===== config.mk =====
export PLATFORM = sky130hd
export DESIGN_NAME = execute_control
export DESIGN_NICKNAME = d
export VERILOG_FILES = /design/src/rtl/execute_pkg.sv /design/src/rtl/execute_rotate_step.sv /design/src/rtl/execute_control.sv
export SDC_FILE = /design/constraint.sdc
export NUM_CORES = 1
export LEC_CHECK = 0
export CAP_MARGIN = 5
export CORE_MARGIN = 8
export CORE_UTILIZATION = 54
export DETAILED_ROUTE_END_ITERATION = 8
export HOLD_SLACK_MARGIN = 0.02
export PLACE_DENSITY = 0.81
export SYNTH_ARGS = -nofsm -noshare
export SYNTH_HDL_FRONTEND = slang
export SYNTH_SLANG_ARGS = --single-unit

===== constraint.sdc =====
create_clock -name clk -period 5.3 [get_ports clk]
set_input_delay 1.06 -clock clk [delete_from_list [all_inputs] [get_ports clk]]
set_output_delay 1.06 -clock clk [all_outputs]
set_load 0.05 [all_outputs]

===== src/rtl/execute_pkg.sv =====
// Shared opcode and FSM state encodings for execute_control.
package execute_pkg;

  typedef enum logic [2:0] {
    OP_MOV = 3'd0,
    OP_ADD = 3'd1,
    OP_ADC = 3'd2,
    OP_SUB = 3'd3,
    OP_ROL = 3'd4,
    OP_ROR = 3'd5
  } opcode_e;

  typedef enum logic [2:0] {
    ST_IDLE,
    ST_READ,
    ST_EXEC,
    ST_ROTATE,
    ST_WRITE
  } state_e;

  // Codes 6 and 7 are reserved; they complete without writing the register file.
  function automatic logic op_is_legal(input logic [2:0] code);
    return code <= OP_ROR;
  endfunction

  function automatic logic op_is_alu(input logic [2:0] code);
    return (code == OP_ADD) || (code == OP_ADC) || (code == OP_SUB);
  endfunction

  function automatic logic op_is_rot(input logic [2:0] code);
    return (code == OP_ROL) || (code == OP_ROR);
  endfunction

endpackage


===== src/rtl/execute_rotate_step.sv =====
// Combinational single-bit rotate of a BIT_WIDTH word, left or right.
module execute_rotate_step #(
  parameter int BIT_WIDTH = 32
) (
  input  logic [BIT_WIDTH-1:0] data_i,
  input  logic                 ror_i,
  output logic [BIT_WIDTH-1:0] data_o
);

  assign data_o = ror_i ? {data_i[0], data_i[BIT_WIDTH-1:1]}
                        : {data_i[BIT_WIDTH-2:0], data_i[BIT_WIDTH-1]};

endmodule


===== src/rtl/execute_control.sv =====
// Multi-cycle execute sequencer: read two registers, ALU op or bit-serial rotate, write back.
// Optional carry flag register enabled by defining EXECUTE_CONTROL_CARRY_EN.
module execute_control
  import execute_pkg::*;
#(
  parameter int BIT_WIDTH   = 32,
  parameter int INDEX_WIDTH = 3
) (
  input  logic                         clk,
  input  logic                         rst,
  input  logic                         op_valid,
  output logic                         op_ready,
  input  logic [2:0]                   op_code,
  input  logic [INDEX_WIDTH-1:0]       op_index_operand_1,
  input  logic [INDEX_WIDTH-1:0]       op_index_operand_2,
  input  logic [INDEX_WIDTH-1:0]       op_index_result,
  input  logic [$clog2(BIT_WIDTH)-1:0] op_count,
  output logic [INDEX_WIDTH-1:0]       rf_read_index_1,
  output logic [INDEX_WIDTH-1:0]       rf_read_index_2,
  input  logic [BIT_WIDTH-1:0]         rf_read_data_1,
  input  logic [BIT_WIDTH-1:0]         rf_read_data_2,
  output logic                         rf_write_enable,
  output logic [INDEX_WIDTH-1:0]       rf_write_index,
  output logic [BIT_WIDTH-1:0]         rf_write_data,
  output logic                         busy,
  output logic                         done,
  output logic                         carry_flag
);

  localparam int CNT_W = $clog2(BIT_WIDTH);

  state_e                 state_q, state_d;
  logic [2:0]             op_q;
  logic [INDEX_WIDTH-1:0] idx1_q, idx2_q, idxr_q;
  logic [CNT_W-1:0]       cnt_q;
  logic [BIT_WIDTH-1:0]   op1_q, op2_q, res_q;
  logic                   alu_c_q;
  logic [BIT_WIDTH:0]     alu_w;
  logic [BIT_WIDTH-1:0]   rot_w;
  logic                   rot_dir_w;
  logic                   cin_w;

  always_ff @(posedge clk or posedge rst) begin
    if (rst) state_q <= ST_IDLE;
    else     state_q <= state_d;
  end

  always_comb begin
    state_d         = state_q;
    op_ready        = 1'b0;
    busy            = 1'b1;
    done            = 1'b0;
    rf_write_enable = 1'b0;
    case (state_q)
      ST_IDLE: begin
        op_ready = 1'b1;
        busy     = 1'b0;
        if (op_valid) state_d = ST_READ;
      end
      ST_READ: begin
        if (op_is_alu(op_q))                        state_d = ST_EXEC;
        else if (op_is_rot(op_q) && cnt_q != '0)    state_d = ST_ROTATE;
        else                                        state_d = ST_WRITE;
      end
      ST_EXEC:   state_d = ST_WRITE;
      ST_ROTATE: if (cnt_q == CNT_W'(1)) state_d = ST_WRITE;
      ST_WRITE: begin
        done            = 1'b1;
        rf_write_enable = op_is_legal(op_q);
        state_d         = ST_IDLE;
      end
      default: state_d = ST_IDLE;
    endcase
  end

  // Carry-out lands in bit BIT_WIDTH; for SUB the zero-extended difference makes it the borrow.
  always_comb begin
    alu_w = '0;
    if (op_q == OP_SUB) alu_w = {1'b0, op1_q} - {1'b0, op2_q};
    else                alu_w = {1'b0, op1_q} + {1'b0, op2_q} + {{BIT_WIDTH{1'b0}}, cin_w};
  end

  assign rot_dir_w = (op_q == OP_ROR);

  execute_rotate_step #(
    .BIT_WIDTH(BIT_WIDTH)
  ) u_rotate_step (
    .data_i(res_q),
    .ror_i (rot_dir_w),
    .data_o(rot_w)
  );

  always_ff @(posedge clk or posedge rst) begin
    if (rst) begin
      op_q    <= '0;
      idx1_q  <= '0;
      idx2_q  <= '0;
      idxr_q  <= '0;
      cnt_q   <= '0;
      op1_q   <= '0;
      op2_q   <= '0;
      res_q   <= '0;
      alu_c_q <= 1'b0;
    end else begin
      case (state_q)
        ST_IDLE: if (op_valid) begin
          op_q   <= op_code;
          idx1_q <= op_index_operand_1;
          idx2_q <= op_index_operand_2;
          idxr_q <= op_index_result;
          cnt_q  <= op_count;
        end
        ST_READ: begin
          op1_q <= rf_read_data_1;
          op2_q <= rf_read_data_2;
          res_q <= rf_read_data_1;
        end
        ST_EXEC: begin
          res_q   <= alu_w[BIT_WIDTH-1:0];
          alu_c_q <= alu_w[BIT_WIDTH];
        end
        ST_ROTATE: begin
          res_q <= rot_w;
          cnt_q <= cnt_q - CNT_W'(1);
        end
        default: ;
      endcase
    end
  end

  assign rf_read_index_1 = idx1_q;
  assign rf_read_index_2 = idx2_q;
  assign rf_write_index  = idxr_q;
  assign rf_write_data   = res_q;

`ifdef EXECUTE_CONTROL_CARRY_EN
  logic cf_q;
  logic rot_nz_q;

  // A zero-count rotate leaves the flag alone, so remember whether any rotation happened.
  always_ff @(posedge clk or posedge rst) begin
    if (rst) begin
      cf_q     <= 1'b0;
      rot_nz_q <= 1'b0;
    end else begin
      if (state_q == ST_IDLE && op_valid) rot_nz_q <= (op_count != '0);
      if (state_q == ST_WRITE) begin
        case (op_q)
          OP_ADD, OP_ADC, OP_SUB: cf_q <= alu_c_q;
          OP_ROL: if (rot_nz_q) cf_q <= res_q[0];
          OP_ROR: if (rot_nz_q) cf_q <= res_q[BIT_WIDTH-1];
          default: ;
        endcase
      end
    end
  end

  assign cin_w      = (op_q == OP_ADC) && cf_q;
  assign carry_flag = cf_q;
`else
  logic unused_carry;
  assign unused_carry = alu_c_q;
  assign cin_w        = 1'b0;
  assign carry_flag   = 1'b0;
`endif

endmodule


### Signal wires by layer

Two of the layers only.
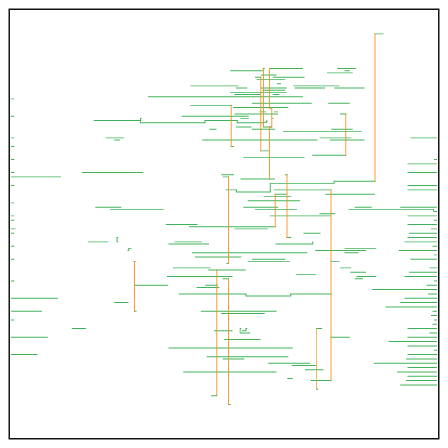
| colour | layer | wire length |
|---|---|---|
| green | M3 | 1,720 um |
| orange | M4 | 380 um |

### Cell placement

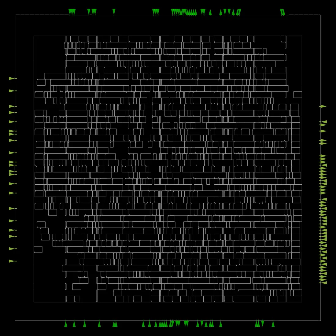
number of well taps: 180
std cell rows: 43
number of non-filler instances in the completed layout: 1,235
share of the final layout cell area in sequential cells: 30.4%

==> git commit body <==
Add synthesis and place-and-route results

- Of all the cell area in the finished design, non-clock buffers hold 14.0%.
* Worst Reg-to-Reg Cells: 16
- Worst setup path category: reg -> reg
- STA lists the endpoint of the worst register-to-register path as rf_write_data[29].
- After Yosys synthesis, full adders, half adders and majority gates account for 5.89% of the synthesized area.
- Required @ worst endpoint: 5.58 ns
- Hold repair after CTS inserted 0 buffers.
* Post-DP HPWL: 16,300 um
- Endpoints with negative setup slack in the final report add up to 0.
- Yosys warning count: 0
* Crit share post-route: 80.0%
- Capturing element type of the critical path: flop
- GRT met1 Usage: 33.0%
* Capture point of the worst path: rf_write_data[29]
* Complex-gate fraction of the synthesized area: 20.0%
- Area of the die: 18,000 um2
* Actual slew at the worst max-slew pin: 1.03 ns
- Total inserted antenna cells: 0
- Number of multi-input combinational cells: 751
* Per-cell routed wire length: 18.1 um
- For reference, the final report shows the max-slew violation count at 0.
- Global routing's busiest layer: met2
- Per the cell usage report, the commonest logic cells after layout are sky130_fd_sc_hd__nand2_1 (259), sky130_fd_sc_hd__clkdlybuf4s50_1 (128), sky130_fd_sc_hd__dfrtp_1 (116).
* Fillers: 1,103
- The final timing report gives a worst setup slack of 1.06 ns.
- The number of buffers and inverters on the critical path is 0.
- The initial utilization of the core area, before any placement, comes to 54.9%.
* Clock network area share: 6.29%
- Top cell type's share of synthesized area: 38.4%
- The clock arrives with 0.00375 ns of skew.
- Main area contributors: sky130_fd_sc_hd__dfrtp_1 (38%), sky130_fd_sc_hd__nand2_1 (13%), sky130_fd_sc_hd__ha_1 (5.6%)
- The flow ran to the end, and the final reports show no timing, DRC or antenna violations.
- Post-Synthesis Net Count: 1,050
- Leaving out buffers and inverters, the combinational logic in the layout accounts for 4410 um2.
* Flip-flops with a built-in enable: 0
* Fraction of met3 tracks used by global routing: 5.09%
- Global-route wire length before repair: 36,100 um
* Most numerous cell in the Yosys netlist: sky130_fd_sc_hd__nand2_1
- Wires add up to 22,400 um.
- Residual antenna-violating net count after detailed routing: 0
- Clock period minus final worst setup slack: 4.24 ns
* Nets@finish: 1,161
### The metal 2 layer

Bar = 50 um.
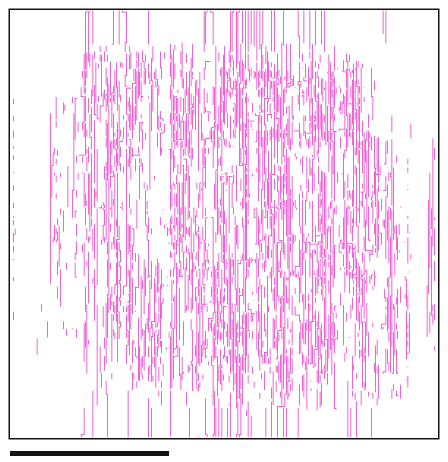
main direction: vertical
share of all routed wire: 47%
wire length on this layer: 10,400 um

### Wires at chosen ports, followed through buffers

Bar = 50 um.
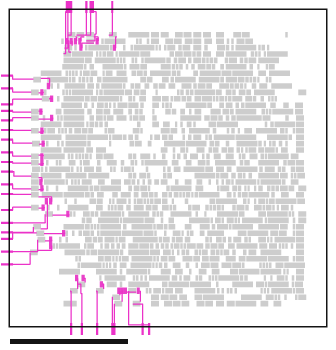
| colour | port | direction | edge | end cells | buffers | wire |
|---|---|---|---|---|---|---|
| magenta | rf_read_data_2 | input | 18 left, 7 bottom, 7 top | 32 | 32 | 558 um |

